==> config.mk <==
export PLATFORM = sky130hd
export DESIGN_NAME = hazard_unit
export DESIGN_NICKNAME = d
export VERILOG_FILES = /design/src/rtl/hazard_unit.sv
export SDC_FILE = /design/constraint.sdc
export NUM_CORES = 1
export LEC_CHECK = 0
export CAP_MARGIN = 20
export CORE_MARGIN = 2
export CORE_UTILIZATION = 46
export CTS_CLUSTER_DIAMETER = 120
export DETAILED_ROUTE_END_ITERATION = 12
export HOLD_SLACK_MARGIN = 0.02
export PLACE_DENSITY = 0.91
export SYNTH_ARGS = -nofsm -noshare
export SYNTH_HDL_FRONTEND = slang
export SYNTH_SLANG_ARGS = --single-unit
export TNS_END_PERCENT = 50
==> constraint.sdc <==
create_clock -name clk -period 3 [get_ports clk]
set_clock_uncertainty 0.2 [all_clocks]
set_input_delay 0.75 -clock clk [delete_from_list [all_inputs] [get_ports clk]]
set_output_delay 0.75 -clock clk [all_outputs]
set_load 0.02 [all_outputs]
==> src/rtl/hazard_unit.sv <==
// Pipeline hazard controller: load-use interlock, multi-cycle MUL/SDIV stall,
// taken-branch IF flush, and a saturating counter of PC-stalled cycles.
`timescale 1ns/1ps

module hazard_unit #(
  parameter int unsigned DIV_LAT = 8
) (
  input  logic        clk,
  input  logic        reset,
  input  logic [4:0]  Rn_DEC,
  input  logic [4:0]  Rm_DEC,
  input  logic [4:0]  Rd_DEC,
  input  logic        UsesRm_DEC,
  input  logic        ReadsRd_DEC,
  input  logic        BrTaken_DEC,
  input  logic [4:0]  Rd_EX,
  input  logic        MemRead_EX,
  input  logic        RegWrite_EX,
  input  logic        MulDiv_EX,
  output logic        PCWrite,
  output logic        IFIDWrite,
  output logic        IDEXWrite,
  output logic        Bubble_EX,
  output logic        Bubble_MEM,
  output logic        Flush_IF,
  output logic        Busy,
  output logic [15:0] StallCnt
);

  typedef enum logic [1:0] {
    IDLE     = 2'd0,
    DIV_WAIT = 2'd1,
    DIV_DONE = 2'd2
  } state_e;

  // The first stall cycle happens in IDLE, so DIV_WAIT covers the remaining DIV_LAT-2.
  localparam logic [3:0] CNT_INIT = 4'(DIV_LAT - 2);

  state_e      state_q, state_d;
  logic [3:0]  cnt_q, cnt_d;
  logic [15:0] stall_cnt_q, stall_cnt_d;

  logic lu;
  logic div_stall;
  logic eval_lu_br;

  // X31 is the zero register: a load targeting it never creates a dependency.
  assign lu = MemRead_EX && RegWrite_EX && (Rd_EX != 5'd31) &&
              ((Rn_DEC == Rd_EX) ||
               (UsesRm_DEC  && (Rm_DEC == Rd_EX)) ||
               (ReadsRd_DEC && (Rd_DEC == Rd_EX)));

  assign div_stall  = ((state_q == IDLE) && MulDiv_EX) || (state_q == DIV_WAIT);
  assign eval_lu_br = (state_q == IDLE) || (state_q == DIV_DONE);

  // NOTE: every output gets a default before any branch, so no latch is inferred.
  always_comb begin
    PCWrite    = 1'b1;
    IFIDWrite  = 1'b1;
    IDEXWrite  = 1'b1;
    Bubble_EX  = 1'b0;
    Bubble_MEM = 1'b0;
    Flush_IF   = 1'b0;
    Busy       = 1'b0;
    if (!reset) begin
      PCWrite   = 1'b0;
      IFIDWrite = 1'b0;
      IDEXWrite = 1'b0;
    end else if (div_stall) begin
      PCWrite    = 1'b0;
      IFIDWrite  = 1'b0;
      IDEXWrite  = 1'b0;
      Bubble_MEM = 1'b1;
      Busy       = 1'b1;
    end else if (eval_lu_br && lu) begin
      // A branch coincident with LU is held off and re-evaluated next cycle.
      PCWrite   = 1'b0;
      IFIDWrite = 1'b0;
      Bubble_EX = 1'b1;
    end else if (eval_lu_br && BrTaken_DEC) begin
      Flush_IF = 1'b1;
    end
  end

  always_comb begin
    state_d = state_q;
    cnt_d   = cnt_q;
    case (state_q)
      IDLE: begin
        if (MulDiv_EX) begin
          cnt_d   = CNT_INIT;
          state_d = (DIV_LAT == 2) ? DIV_DONE : DIV_WAIT;
        end
      end
      DIV_WAIT: begin
        cnt_d = cnt_q - 4'd1;
        if (cnt_q <= 4'd1) state_d = DIV_DONE;
      end
      DIV_DONE: state_d = IDLE;
      default: begin
        state_d = IDLE;
        cnt_d   = 4'd0;
      end
    endcase
  end

  assign stall_cnt_d = (!PCWrite && (stall_cnt_q != 16'hFFFF)) ? stall_cnt_q + 16'd1
                                                                : stall_cnt_q;

  // NOTE: sequential state uses non-blocking assignments so all registers update together.
  always_ff @(posedge clk or negedge reset) begin
    if (!reset) begin
      state_q     <= IDLE;
      cnt_q       <= 4'd0;
      stall_cnt_q <= 16'd0;
    end else begin
      state_q     <= state_d;
      cnt_q       <= cnt_d;
      stall_cnt_q <= stall_cnt_d;
    end
  end

  assign StallCnt = stall_cnt_q;

endmodule
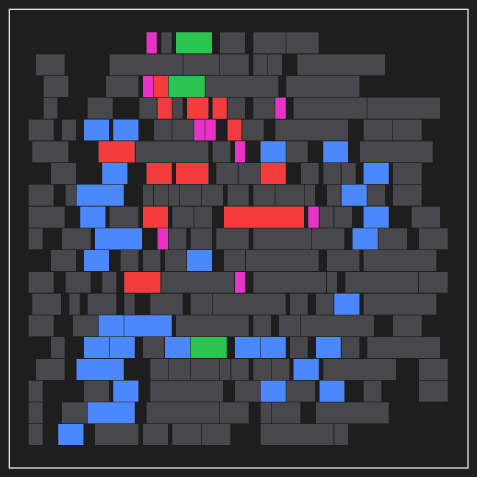
*Logic cells by family*
Drawn at 8 px/um.
inv cells -> magenta  # cells 9, most used inv_1
fa/ha/maj cells -> green  # cells 3, most used ha_1
aoi and oai cells -> red  # cells 12, most used o21ai_0
xor and xnor cells -> blue  # cells 30, most used xnor2_1
number of non-filler instances in the completed layout: 227
logic share of the area: 0.373

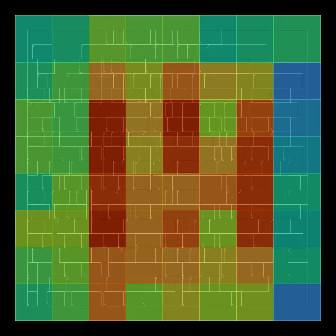
*Congestion heat map*
met1 Usage GRT: 0.252
detail-routed net length per standard cell: 16.8 um

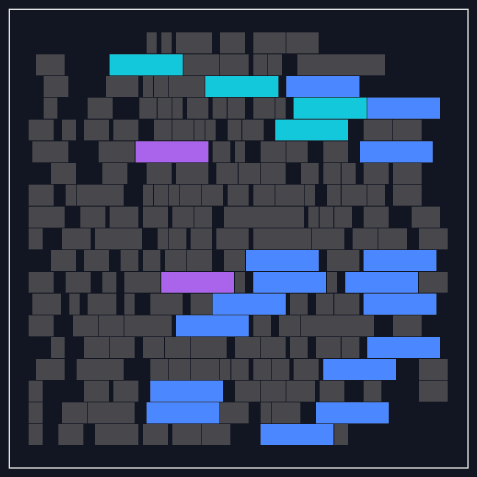
*Sequential cells grouped by signal name*
Drawn at 8 px/um.
cnt_q -> cyan  # flops 4
StallCnt -> blue  # flops 16
state_q -> purple  # flops 2

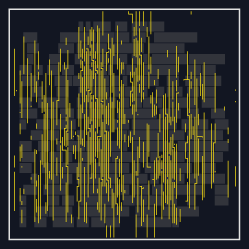
*The metal 2 layer*
Drawn at 4 px/um. Cells faint in the background.
longest straight run = 29.6 um
nets with wire on the layer = 209
share of all routed wire = 54%

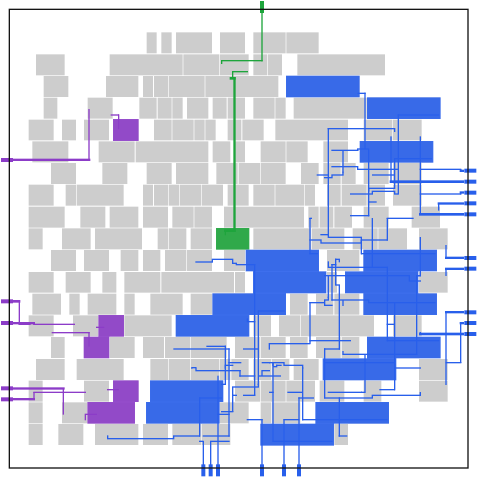
*Wires at chosen ports, followed through buffers*
Drawn at 8 px/um.
BrTaken_DEC -> green  # direction input, end cells 1, buffers 1, wire 35.0 um
Rm_DEC -> purple  # direction input, end cells 5, buffers 5, wire 61.0 um
StallCnt -> blue  # direction output, end cells 16, buffers 16, wire 598 um

[metrics by stage]
step                      setup TNS [ns]  utilization  total power [mW]  std cells  cell area [um^2]
after global placement             -3.21        0.699              1.16        216              1900
final                           -0.00660        0.759              1.49        227              2060
after CTS                        -0.0482        0.738              1.42        227              2000
after floorplan                        0            -             0.877        129              1300
after global routing              -0.160        0.759              1.57        227              2060
after detailed placement           -3.99        0.699              1.20        216              1900
[state kept, by name (all words and copies together), names as in the netlist]
| name | cells |
|---|---|
| StallCnt | 16 |
| cnt_q | 4 |
| state_q | 2 |
[final cells by class]
| cell class | count | area, um^2 | area share |
|---|---|---|---|
| Timing Repair Buffer | 67 | 613 | 0.298 |
| Multi-Input combinational cell | 94 | 767 | 0.373 |
| Clock buffer | 3 | 22.5 | 0.0110 |
| Tap cell | 31 | 38.8 | 0.0189 |
| Sequential cell | 22 | 551 | 0.268 |
| Inverter | 9 | 33.8 | 0.0164 |
| Clock inverter | 1 | 30.0 | 0.0146 |
[power breakdown]
part           internal, mW  switching [mW]
clock network         0.135          0.0958
registers             0.390           0.118
logic                 0.387           0.366
[cells by family after synthesis]
kind of cell    share of synthesized area
compound gates                     0.0760
simple gates                        0.203
mux                                0.0164
buf+inv                            0.0500
fa+ha+maj                          0.0289
xor+xnor                            0.202
flops                               0.423
[timing repair]
action                     4_1_cts  5_1_grt
gates resized                   60       29
hold buffers                     0        0
setup buffers                    7        1
pin swaps                        4       18
hold endpoints to repair         0        0
setup endpoints to repair        7       17
gates cloned                     0        1
[metal layers]
| metal | global-route usage | vias to the layer above | wire, um |
|---|---|---|---|
| li1 | - | 574 | - |
| met1 | 0.252 | 612 | 1420 |
| met2 | 0.424 | 57 | 2050 |
| met3 | 0.0454 | 12 | 208 |
| met4 | 0.113 | 0 | 126 |
| met5 | 0 | - | 0 |
==> results.toml <==
# synthesis and place-and-route metrics
[critical_path]
critPathMaxFanout = 3
worstSetupStartpoint = "Rd_DEC[4]"
critical_path.startpoint_type = "input port"
critical_path.slowest_cell = "sky130_fd_sc_hd__dlygate4sd2_1"
worstSetupEndpoint = "Flush_IF"
worst-path-buf-inv = 3
reg2reg_setup_slack_ns = 0.35
r2r-start = "state_q[0]$_DFFE_PN0P_"
cp_data_arrival_time_ns = 2.06
critical_path_depth = 9
worst-setup-path-type = "in2out"
cp.required_ns = 2.05
slowest_delay_ns = 0.26
r2r_end = "StallCnt[8]$_DFFE_PN0P_"
setup.worst_path.end_class = "output pin"
reg2reg_depth = 11

[route]
vias = 1255
dr.first_iter.drc_count = 34
dr.pass1.iters = 4
via_density_per_instance = 5.53
final_antenna_violating_net_count = 0

[finish]
nFillCells = 206
layout.cells.most_common = "sky130_fd_sc_hd__dfrtp_1"
count_of_antenna_diodes_in_the_layout = 0
final_net_count = 228
area.growth.synth_to_final_pct = 58.1
most-common-layout-cells = "sky130_fd_sc_hd__dfrtp_1, sky130_fd_sc_hd__xnor2_1, sky130_fd_sc_hd__clkdlybuf4s50_1"

[clock_network]
max-clock-path-buffers = 2
cts.sinks = 22
cts_made_buffers = 3
latency_at_later_pin_ns = 0.32
cts-htree-levels = 1
root_buffer = "sky130_fd_sc_hd__clkbuf_4"
tritoncts = "yes"

[floorplan]
rows = 19
initial_core_util = 0.480
chipWidth_um = 57.2
die_h_um = 57.2
chip_area_um2 = 3270
floorplan.core_area_um2 = 2710
io-pin-count = 51

[status]
violations_in_the_final_reports = "negative setup slack"
outcome = "complete, but fails checks"

[sta]
finalSetupViolations = 1
fin_crit_sh = 1.00
hold_viol = 0
timing.max_slew.rel_slack = 0.782
timing.final.max_slew_violations = 0
fin_hold_ws_ns = 0.303
finalWorstPathRequiredPeriod_ns = 3.01
achievable-frequency_mhz = 333
final.setup.worst_slack_ns = -0.00660

[synthesis]
mappedNetlistArea_um2 = 1300
synth.yosys.warnings = 0
mappedNetlistNets = 160
synth_dominant_cell_count = "sky130_fd_sc_hd__xnor2_1"
synth.ff_latch_count = 22
post_synth_main_area_contributors = "sky130_fd_sc_hd__dfrtp_1, sky130_fd_sc_hd__xnor2_1, sky130_fd_sc_hd__nand4_1"
synth.largest_area_cell = "sky130_fd_sc_hd__dfrtp_1"
postSynth.topFlopCell = "sky130_fd_sc_hd__dfrtp_1"
yosysTopAreaCellShare = 0.423
postSynthSeqShare = 0.423
synth-async-reset-ratio = 1.00
ys_chip_area_um2 = 1300
count_of_different_cell_masters_after_synthesis = 32
synthesis.area_per_instance_um2 = 10.1
ys_top_cells_by_count = "sky130_fd_sc_hd__xnor2_1, sky130_fd_sc_hd__dfrtp_1, sky130_fd_sc_hd__inv_1, sky130_fd_sc_hd__nand2_1, sky130_fd_sc_hd__nand4_1"
synthCells = 129

[placement]
detailed_place_hpwl_um = 2670
dpl_worst_slack_ns = -0.795
buffer_ports.inserted = 50
routabilityCongestion = 0.830

[worst_hold_path]
min_from = "StallCnt[15]$_DFFE_PN0P_"
hold-path-cell-count = 1
worst_hold_path.endpoint = "StallCnt[15]$_DFFE_PN0P_"
holdCritPathClass = "reg2reg"

[flow_run]
drv.max_cap_violation_count = 0
openroad.warnings = 28

[pwr]
static-leakage-power_nw = 0.968
power_per_standard_cell_area_nw_per_um2 = 725
power.ir.vdd_worst_mv = 0.580

[global_routing]
first_global_vias = 1287
grt_antenna_before_repair = 0
grt-ovfl-total = 0
first_pass_grt_wire_length_um = 5700
Power is estimated from default activity; no workload was simulated.
